## src/rtl/boot_loader.sv

```systemverilog
// Purpose: receives a framed byte stream (A5, LEN_HI, LEN_LO, data..., CSUM) and writes the data into program memory; holds the core in reset until a good frame lands.
// Latency: one cycle from byte acceptance to the progWe strobe; back-to-back bytes give back-to-back writes; cpuNotReset rises one cycle after the checksum byte.
// Backpressure: rxReady is low only in RUN; within a frame every offered byte is taken, and idle gaps are bounded by TIMEOUT.
module boot_loader #(
    parameter int          ADDR_W  = 12,
    parameter logic [7:0]  HEADER  = 8'hA5,
    parameter int          TIMEOUT = 50000
) (
    input  logic              clk,
    input  logic              notReset,
    input  logic [7:0]        rxData,
    input  logic              rxValid,
    output logic              rxReady,
    input  logic              bootReq,
    output logic              progWe,
    output logic [ADDR_W-1:0] progAddr,
    output logic [7:0]        progData,
    output logic              cpuNotReset,
    output logic              busy,
    output logic              error
);

    // Timer only needs to reach TIMEOUT-1 before the expiry decision is made.
    localparam int TW = (TIMEOUT > 1) ? $clog2(TIMEOUT) : 1;
    // Largest LEN field that still fits the program address space.
    localparam logic [31:0] MAX_LEN = 32'((64'd1 << ADDR_W) - 64'd1);

    typedef enum logic [2:0] {
        S_IDLE,
        S_LEN_HI,
        S_LEN_LO,
        S_DATA,
        S_CSUM,
        S_RUN,
        S_ERR
    } state_t;

    state_t            state_q, state_d;
    logic [ADDR_W-1:0] idx_q, idx_d;        // next write address within the image
    logic [ADDR_W:0]   cnt_q, cnt_d;        // data bytes still expected (N fits only with the extra bit)
    logic [7:0]        sum_q, sum_d;
    logic [3:0]        len_hi_q, len_hi_d;
    logic [TW-1:0]     timer_q, timer_d;
    logic              we_q, we_d;
    logic [ADDR_W-1:0] addr_q, addr_d;
    logic [7:0]        data_q, data_d;
    logic              cpu_q, cpu_d;
    logic              err_q, err_d;

    logic              accept;
    logic              busy_w;
    logic [31:0]       len_w;

    assign rxReady = (state_q != S_RUN);
    assign accept  = rxValid && rxReady;
    assign busy_w  = (state_q == S_LEN_HI) || (state_q == S_LEN_LO) ||
                     (state_q == S_DATA)   || (state_q == S_CSUM);
    assign len_w   = {20'd0, len_hi_q, rxData};

    assign busy        = busy_w;
    assign progWe      = we_q;
    assign progAddr    = addr_q;
    assign progData    = data_q;
    assign cpuNotReset = cpu_q;
    assign error       = err_q;

    // Register all loader state; synchronous reset overrides everything, including a frame in flight.
    always_ff @(posedge clk) begin
        if (!notReset) begin
            state_q  <= S_IDLE;
            idx_q    <= '0;
            cnt_q    <= '0;
            sum_q    <= '0;
            len_hi_q <= '0;
            timer_q  <= '0;
            we_q     <= 1'b0;
            addr_q   <= '0;
            data_q   <= '0;
            cpu_q    <= 1'b0;
            err_q    <= 1'b0;
        end else begin
            state_q  <= state_d;
            idx_q    <= idx_d;
            cnt_q    <= cnt_d;
            sum_q    <= sum_d;
            len_hi_q <= len_hi_d;
            timer_q  <= timer_d;
            we_q     <= we_d;
            addr_q   <= addr_d;
            data_q   <= data_d;
            cpu_q    <= cpu_d;
            err_q    <= err_d;
        end
    end

    // Frame parser: next state, write strobe, checksum, length counter and idle timer.
    always_comb begin
        state_d  = state_q;
        idx_d    = idx_q;
        cnt_d    = cnt_q;
        sum_d    = sum_q;
        len_hi_d = len_hi_q;
        timer_d  = timer_q;
        we_d     = 1'b0;
        addr_d   = addr_q;
        data_d   = data_q;
        cpu_d    = cpu_q;
        err_d    = err_q;

        if (bootReq) begin
            // Abort wins over any byte in this cycle; error flag is kept for diagnosis.
            state_d = S_IDLE;
            cpu_d   = 1'b0;
            timer_d = '0;
        end else begin
            case (state_q)
                S_IDLE, S_ERR: begin
                    timer_d = '0;
                    if (accept && (rxData == HEADER)) begin
                        state_d = S_LEN_HI;
                        err_d   = 1'b0;
                        sum_d   = '0;
                        idx_d   = '0;
                    end
                end
                S_LEN_HI: begin
                    if (accept) begin
                        if (rxData[7:4] != 4'd0) begin
                            state_d = S_ERR;
                            err_d   = 1'b1;
                        end else begin
                            len_hi_d = rxData[3:0];
                            state_d  = S_LEN_LO;
                        end
                    end
                end
                S_LEN_LO: begin
                    if (accept) begin
                        if (len_w > MAX_LEN) begin
                            state_d = S_ERR;
                            err_d   = 1'b1;
                        end else begin
                            cnt_d   = (ADDR_W+1)'(len_w) + (ADDR_W+1)'(1);
                            state_d = S_DATA;
                        end
                    end
                end
                S_DATA: begin
                    if (accept) begin
                        we_d   = 1'b1;
                        addr_d = idx_q;
                        data_d = rxData;
                        idx_d  = idx_q + ADDR_W'(1);
                        sum_d  = sum_q + rxData;
                        cnt_d  = cnt_q - (ADDR_W+1)'(1);
                        if (cnt_q == (ADDR_W+1)'(1)) begin
                            state_d = S_CSUM;
                        end
                    end
                end
                S_CSUM: begin
                    if (accept) begin
                        if (rxData == sum_q) begin
                            state_d = S_RUN;
                            cpu_d   = 1'b1;
                        end else begin
                            state_d = S_ERR;
                            err_d   = 1'b1;
                        end
                    end
                end
                S_RUN: begin
                    timer_d = '0;
                end
                default: begin
                    state_d = S_IDLE;
                end
            endcase

            // Inter-byte idle timer: cleared by every accepted byte, expiry aborts the frame.
            if (busy_w) begin
                if (accept) begin
                    timer_d = '0;
                end else if (TIMEOUT != 0) begin
                    if (timer_q == TW'(TIMEOUT - 1)) begin
                        state_d = S_ERR;
                        err_d   = 1'b1;
                        timer_d = '0;
                    end else begin
                        timer_d = timer_q + TW'(1);
                    end
                end
            end
        end
    end

endmodule

```

## config.mk

```make
export PLATFORM = sky130hd
export DESIGN_NAME = boot_loader
export DESIGN_NICKNAME = d
export VERILOG_FILES = /design/src/rtl/boot_loader.sv
export SDC_FILE = /design/constraint.sdc
export NUM_CORES = 1
export LEC_CHECK = 0
export ABC_AREA = 1
export CORE_MARGIN = 4
export CORE_UTILIZATION = 57
export CTS_CLUSTER_SIZE = 16
export DETAILED_ROUTE_END_ITERATION = 10
export DONT_BUFFER_PORTS = 1
export PLACE_DENSITY_LB_ADDON = 0.2
export SLEW_MARGIN = 20
export SYNTH_ARGS = -nofsm -noshare
export SYNTH_HDL_FRONTEND = slang
export SYNTH_SLANG_ARGS = --single-unit
```

## constraint.sdc

```tcl
create_clock -name clk -period 3.5 [get_ports clk]
set_clock_uncertainty 0.1 [all_clocks]
set_input_delay 0.7 -clock clk [delete_from_list [all_inputs] [get_ports clk]]
set_output_delay 0.7 -clock clk [all_outputs]
set_load 0.02 [all_outputs]
```

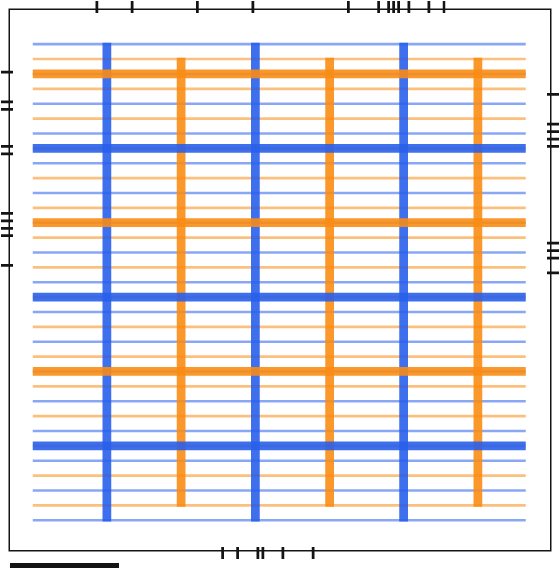
(floorplan with the power grid)
The bar under the picture is 20 um long. Pins as bars on the die edge.
- VDD: orange
- VSS: blue
- met5 straps: 6
- met4 straps: 6
- rows: 32

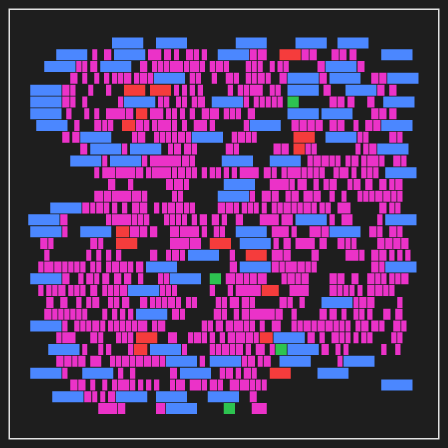
(cells colored by class)
- flip-flops: blue (cells 79)
- all other logic: magenta (cells 642)
- clock drivers and dummy loads: red (cells 16)
- other buffers and delay cells: green (cells 4)

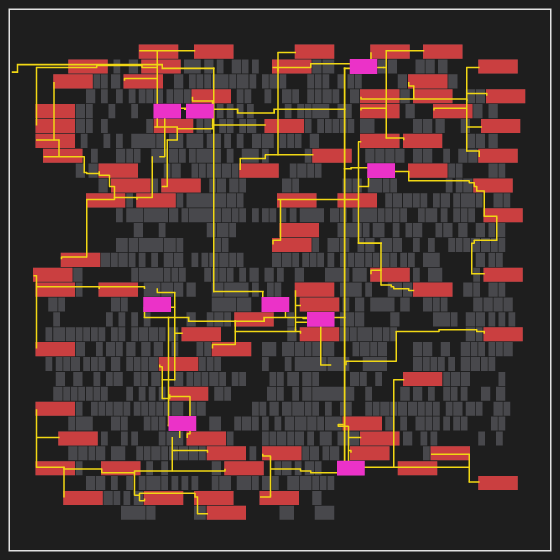
(routed clock nets over the placement)
- clock wires: yellow (length 1080 um)
- cells driving clock nets: magenta (count 9)
- flip-flops: red (count 79)
- routed clock nets: 10
- flops lie: widely spread

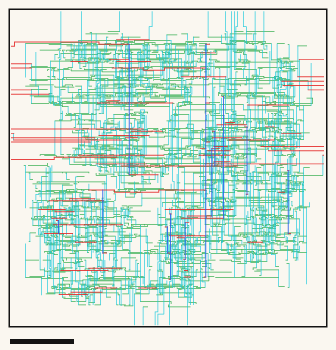
(wiring by layer)
The bar under the picture is 20 um long.
- met4: blue (wire length 288 um)
- met2: cyan (wire length 5200 um)
- met1: green (wire length 5220 um)
- met3: red (wire length 911 um)

==> git commit body <==
Refresh implementation metrics

- For reference, the critical path is launched at state_q[2]$_SDFF_PP0_.
- The flow ran to the end, and the final reports show no timing, DRC or antenna violations.
* Cell internal pwr: 1.19 mW
* Share of layout cells above drive strength 1: 0.0553
- The logs give a warning total of 28.
* Parity-gate share of the synthesized area counting xor and xnor cells: 0.0205
- Reported max-cap violation count: 0
- Top comb family, area: simple AND/OR/NAND/NOR gates
- The pre-CTS setup check shows a worst slack of 0.892 ns.
- Entering global routing, the biggest net connects 32 pins.
* Number of CTS-inserted buffers: 9
- Post-synth design cell area: 4690 um2
- In this run the standard cell core region covers 7850 um2.
* Crit Path Category: reg -> reg
* Seq share, synth: 0.337
* Number of buffers inserted to repair setup after CTS: 0
* Post-Route M1 WL: 5.22 mm
- Horizontal extent of the die: 98.7 um
- The synthesis log from Yosys contains 0 warnings.
- Largest register FFs: 16
* Quantity of hold-fixing buffers added after cts: 0
* Peak clock frequency supported by timing: 0.408 GHz
[worst min path at each step]
stage,from,depth (start not counted),endpoint
2_1_floorplan,sum_q[0]$_SDFFE_PN0P_,2,sum_q[0]$_SDFFE_PN0P_
3_3_place_gp,sum_q[0]$_SDFFE_PN0P_,2,sum_q[0]$_SDFFE_PN0P_
3_5_place_dp,sum_q[6]$_SDFFE_PN0P_,2,sum_q[6]$_SDFFE_PN0P_
4_1_cts,notReset,2,idx_q[10]$_SDFFE_PN0P_
5_1_grt,notReset,2,idx_q[10]$_SDFFE_PN0P_
6_report,notReset,2,idx_q[10]$_SDFFE_PN0P_
[power groups by stage]
| stage | combinational (mW) | clock, mW | sequential, mW |
|---|---|---|---|
| finish | 0.0570 | 0.661 | 0.898 |
| global route | 0.0638 | 0.709 | 0.898 |
| CTS | 0.0559 | 0.676 | 0.898 |
| detailed placement | 0.0554 | 0 | 0.919 |
| global placement | 0.0557 | 0 | 0.919 |
| floorplan | 0.0466 | 0 | 0.919 |
[stage by stage]
step	utilization	power [mW]	std cells	hold WS [ns]
4_1_cts	0.626	1.63	843	0.326
6_report	0.626	1.62	843	0.343
3_5_place_dp	0.603	0.974	827	0.365
5_1_grt	0.626	1.67	843	0.322
2_1_floorplan	-	0.966	744	0.343
3_3_place_gp	0.603	0.975	827	0.353
[synthesized netlist by cell type, drive strengths merged]
master	instances
nand3b	1
or2	2
o21ai	48
buf	14
xor2	8
a21boi	1
o211ai	2
xnor2	3
a21o	1
a21oi	68
o31ai	1
ha	13
nor3	9
dfxtp	79
inv	86
fa	1
nand4	18
nand3	81
nor2	105
o21a	1
clkbuf	9
nand2	189
clkinv	1
a211oi	3
Power and IR drop assume default switching activity.
